File: src/rtl/bus_port_fifo.sv
// Bus port FIFO: device side pushes packets, bus arbiter pops them.
// The head packet is presented show-ahead on D_pop while pndng is high.
// Sticky overflow/underflow flags and a saturating drop counter record
// misuse and can be cleared by clr_flags.

module bus_port_fifo #(
    parameter int PCKG_SZ = 16,
    parameter int DEPTH   = 8
) (
    input  logic                         clk,
    input  logic                         reset,
    input  logic                         wr_en,
    input  logic [PCKG_SZ-1:0]           wr_data,
    input  logic                         pop,
    output logic [PCKG_SZ-1:0]           D_pop,
    output logic                         pndng,
    output logic                         full,
    output logic [$clog2(DEPTH+1)-1:0]   count,
    input  logic                         clr_flags,
    output logic                         overflow,
    output logic                         underflow,
    output logic [7:0]                   drop_cnt
);

    localparam int AW = $clog2(DEPTH);
    localparam int CW = $clog2(DEPTH + 1);
    localparam logic [CW-1:0] DEPTH_CNT = CW'(DEPTH);

    logic [PCKG_SZ-1:0] mem [DEPTH];
    logic [AW-1:0]      rd_ptr;
    logic [AW-1:0]      wr_ptr;
    logic               is_empty;
    logic               do_wr;
    logic               do_pop;
    logic               drop;
    logic               empty_pop;

    // Status and handshake decode, all derived from the registered count
    always_comb begin
        is_empty  = (count == '0);
        full      = (count == DEPTH_CNT);
        pndng     = !is_empty;
        do_pop    = pop && !is_empty;
        do_wr     = wr_en && (!full || pop);
        drop      = wr_en && full && !pop;
        empty_pop = pop && is_empty;
        D_pop     = pndng ? mem[rd_ptr] : '0;
    end

    // Pointer and occupancy tracking; pointers wrap naturally at DEPTH
    always_ff @(posedge clk or negedge reset) begin
        if (!reset) begin
            rd_ptr <= '0;
            wr_ptr <= '0;
            count  <= '0;
        end else begin
            if (do_wr) begin
                wr_ptr <= wr_ptr + AW'(1);
            end
            if (do_pop) begin
                rd_ptr <= rd_ptr + AW'(1);
            end
            case ({do_wr, do_pop})
                2'b10:   count <= count + CW'(1);
                2'b01:   count <= count - CW'(1);
                default: count <= count;
            endcase
        end
    end

    // Packet storage, written only at the write pointer on accepted writes
    always_ff @(posedge clk) begin
        if (reset && do_wr) begin
            mem[wr_ptr] <= wr_data;
        end
    end

    // Sticky flags and drop counter; a clear takes effect before same-cycle events
    always_ff @(posedge clk or negedge reset) begin
        if (!reset) begin
            overflow  <= 1'b0;
            underflow <= 1'b0;
            drop_cnt  <= 8'd0;
        end else if (clr_flags) begin
            overflow  <= drop;
            underflow <= empty_pop;
            drop_cnt  <= drop ? 8'd1 : 8'd0;
        end else begin
            if (drop) begin
                overflow <= 1'b1;
            end
            if (empty_pop) begin
                underflow <= 1'b1;
            end
            if (drop && (drop_cnt != 8'hFF)) begin
                drop_cnt <= drop_cnt + 8'd1;
            end
        end
    end

endmodule
File: config.mk
export PLATFORM = sky130hd
export DESIGN_NAME = bus_port_fifo
export DESIGN_NICKNAME = d
export VERILOG_FILES = /design/src/rtl/bus_port_fifo.sv
export SDC_FILE = /design/constraint.sdc
export NUM_CORES = 1
export LEC_CHECK = 0
export ABC_AREA = 1
export CORE_UTILIZATION = 45
export CTS_CLUSTER_SIZE = 24
export DETAILED_ROUTE_END_ITERATION = 10
export GPL_TIMING_DRIVEN = 0
export PLACE_DENSITY = 0.72
export SLEW_MARGIN = 5
export SYNTH_ARGS = -nofsm -noshare
export SYNTH_HDL_FRONTEND = slang
export SYNTH_SLANG_ARGS = --single-unit
File: constraint.sdc
create_clock -name clk -period 7.6 [get_ports clk]
set_input_delay 1.52 -clock clk [delete_from_list [all_inputs] [get_ports clk]]
set_output_delay 1.52 -clock clk [all_outputs]
set_load 0.1 [all_outputs]
Fig. 1: run 1, metal 4
Scale bar: 20 µm. Supply wires on this layer in grey.
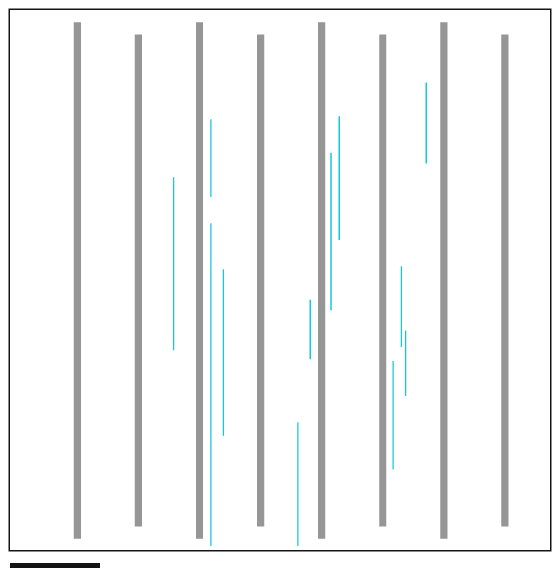
main direction: vertical
nets with wire on the layer: 8
longest straight run: 71.4 µm
share of all routed wire: 2.3%
wire length on this layer: 339 µm

Fig. 2: run 1, metal 3
Cells faint in the background.
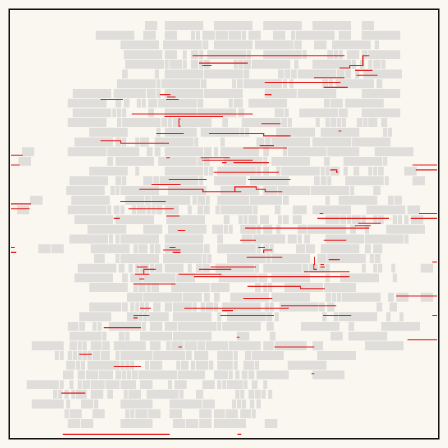
nets with wire on the layer: 65
longest straight run: 43.2 µm
via count: 4398
final wirelength: 14.7 mm
met3 GRT Util: 6.08%

Fig. 3: run 1, routing congestion map
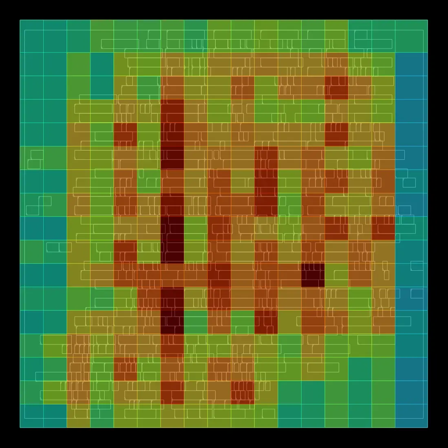
Global Route met1 Usage: 28.7%
GRT Util Overall: 22.1%
met2 global-route usage: 34.7%
WL/cell: 18.4 µm
fin util: 57.7%

==> impl_metrics.yaml, run 1 <==
# yosys + openroad results
run_status:
  status: "finished clean"
yosys:
  synthCells: 529
  ys_seq_share_pct: 69.4
  common_cells: "edfxtp_1, nor2_1, nand2_1, o21ai_0, o21ai_1"
  ys_types: 32
  synth-edff-count: 128
  numSynthFlops: 148
  ys_cells: 529
  yosys-stat-area_um2: 6260
critical_path:
  crit_chain: "inv_2, clkbuf_1, o21ai_0, o22ai_1, nor2_1, nor2_1, clkdlybuf4s50_1"
  worstPathMaxFanout: 10
  worstSetupStartpoint: "rd_ptr[1]"
  reg2regPathDepth: 7
  cpPeakStageDelay_ns: 1.15
  slowest_stage: "clkdlybuf4s50_1"
  critPathTopFamily: "buffers and inverters"
finish:
  num-multi-input-gates: 339
  comb_area_um2: 1730
  nNonClkBuffers: 85
  seq_share_pct: 56.1
  regArea_um2: 4340
  antenna_cells: 0
  ff_count: 148
worst_hold_path:
  hold_depth: 2
  worstHoldPathType: "reg -> reg"
  whs_endpoint: "overflow"
global_route:
  grt_pass1_wl_mm: 23.1
  antenna_found_initial: 0
sta:
  post-route-period-util_pct: 62.3
  finalWorstSetupSlack_ns: 2.87
  holdWs_ns: 0.499
cts:
  cts_resized: 0
  postCtsSetupRepairBufs: 0
  clock_latency_ns: 0.43
  cts_sinks: 148
  cts_tree: "yes"
floorplan:
  chipArea_um2: 14400
  taps: 176
  fp_util_pct: 46.7
route:
  drtPass1Iterations: 5
  vias_per_cell: 5.52
  wl_met1_mm: 6.27
place:
  placed_area_um2: 7150
Fig. 4: run 1, met1 routing
Scale bar: 20 µm. Supply wires on this layer in grey.
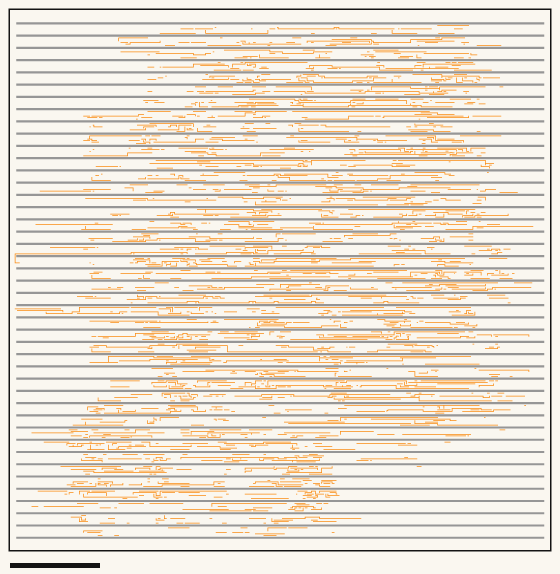

--- run 2 (diff from run 1) ---
--- a/config.mk
+++ b/config.mk
@@ -10,7 +10,7 @@
 export CTS_CLUSTER_SIZE = 24
 export DETAILED_ROUTE_END_ITERATION = 10
 export GPL_TIMING_DRIVEN = 0
-export PLACE_DENSITY = 0.72
+export PLACE_DENSITY = 0.74
 export SLEW_MARGIN = 5
 export SYNTH_ARGS = -nofsm -noshare
 export SYNTH_HDL_FRONTEND = slang
==> constraint.sdc (replaced) <==
create_clock -name clk -period 4 [get_ports clk]
set_input_delay 0.8 -clock clk [delete_from_list [all_inputs] [get_ports clk]]
set_output_delay 0.8 -clock clk [all_outputs]
set_load 0.1 [all_outputs]
Fig. 5: run 2, met1 routing
Scale bar: 20 µm. Supply wires on this layer in grey.
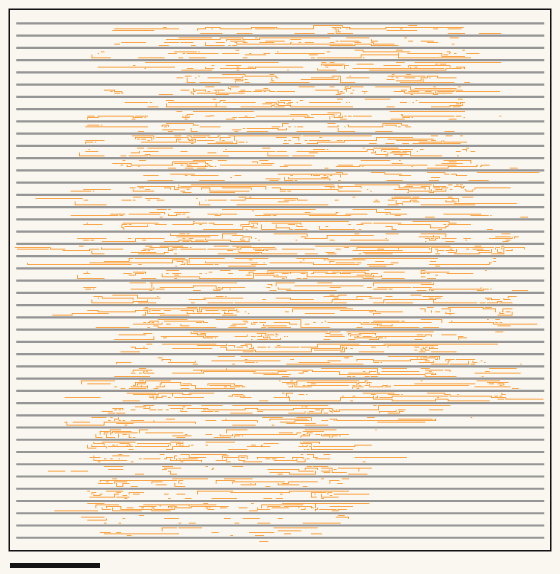
main direction: horizontal
nets with wire on the layer: 592

==> run 2 against run 1 <==
Compared with the run above: via count shrank 0.36%; worst setup slack lost 2.8 ns; synthesized cell count is the same; wire length grew 5.0%; utilization shrank 0.24 points; register-to-register slack lost 3.6 ns.
==> impl_metrics.yaml, run 2 <==
# yosys + openroad results
finish:
  antenna_cells: 0
  ff_count: 148
  regArea_um2: 4340
  nNonClkBuffers: 85
  comb_area_um2: 1740
  seq_share_pct: 56.4
  num-multi-input-gates: 339
route:
  num_vias: 4382
  wl_met1_mm: 6.14
  wire_per_inst_um: 19.4
critical_path:
  slowest_stage: "clkdlybuf4s50_1"
  worstPathMaxFanout: 10
  cpPeakStageDelay_ns: 1.17
  reg2regPathDepth: 7
  critPathTopFamily: "buffers and inverters"
  crit_chain: "clkbuf_1, o21ai_0, o211ai_1, nand2_1, nor2_1, clkdlybuf4s50_1"
  worstSetupStartpoint: "rd_ptr[1]"
yosys:
  synthCells: 529
  yosys-stat-area_um2: 6260
  numSynthFlops: 148
  synth-edff-count: 128
  common_cells: "edfxtp_1, nor2_1, nand2_1, o21ai_0, o21ai_1"
  ys_seq_share_pct: 69.4
  ys_cells: 529
global_route:
  grt_pass1_wl_mm: 23.7
  antenna_found_initial: 0
  grt_use_met3_pct: 5.37
  grt_usage_pct: 22.3
  met1_usage_pct: 28.1
  first_global_vias: 4384
  grt_util_met2_pct: 36.8
cts:
  cts_tree: "yes"
  postCtsSetupRepairBufs: 0
  cts_resized: 2
  clock_latency_ns: 0.42
  cts_sinks: 148
run_status:
  status: "finished clean"
floorplan:
  chipArea_um2: 14400
  fp_util_pct: 46.7
  taps: 176
sta:
  finalWorstSetupSlack_ns: 0.0815
  holdWs_ns: 0.485
  post-route-period-util_pct: 98.0
run:
  openroad.warnings: 28
worst_hold_path:
  worstHoldPathType: "reg -> reg"
  whs_endpoint: "overflow"
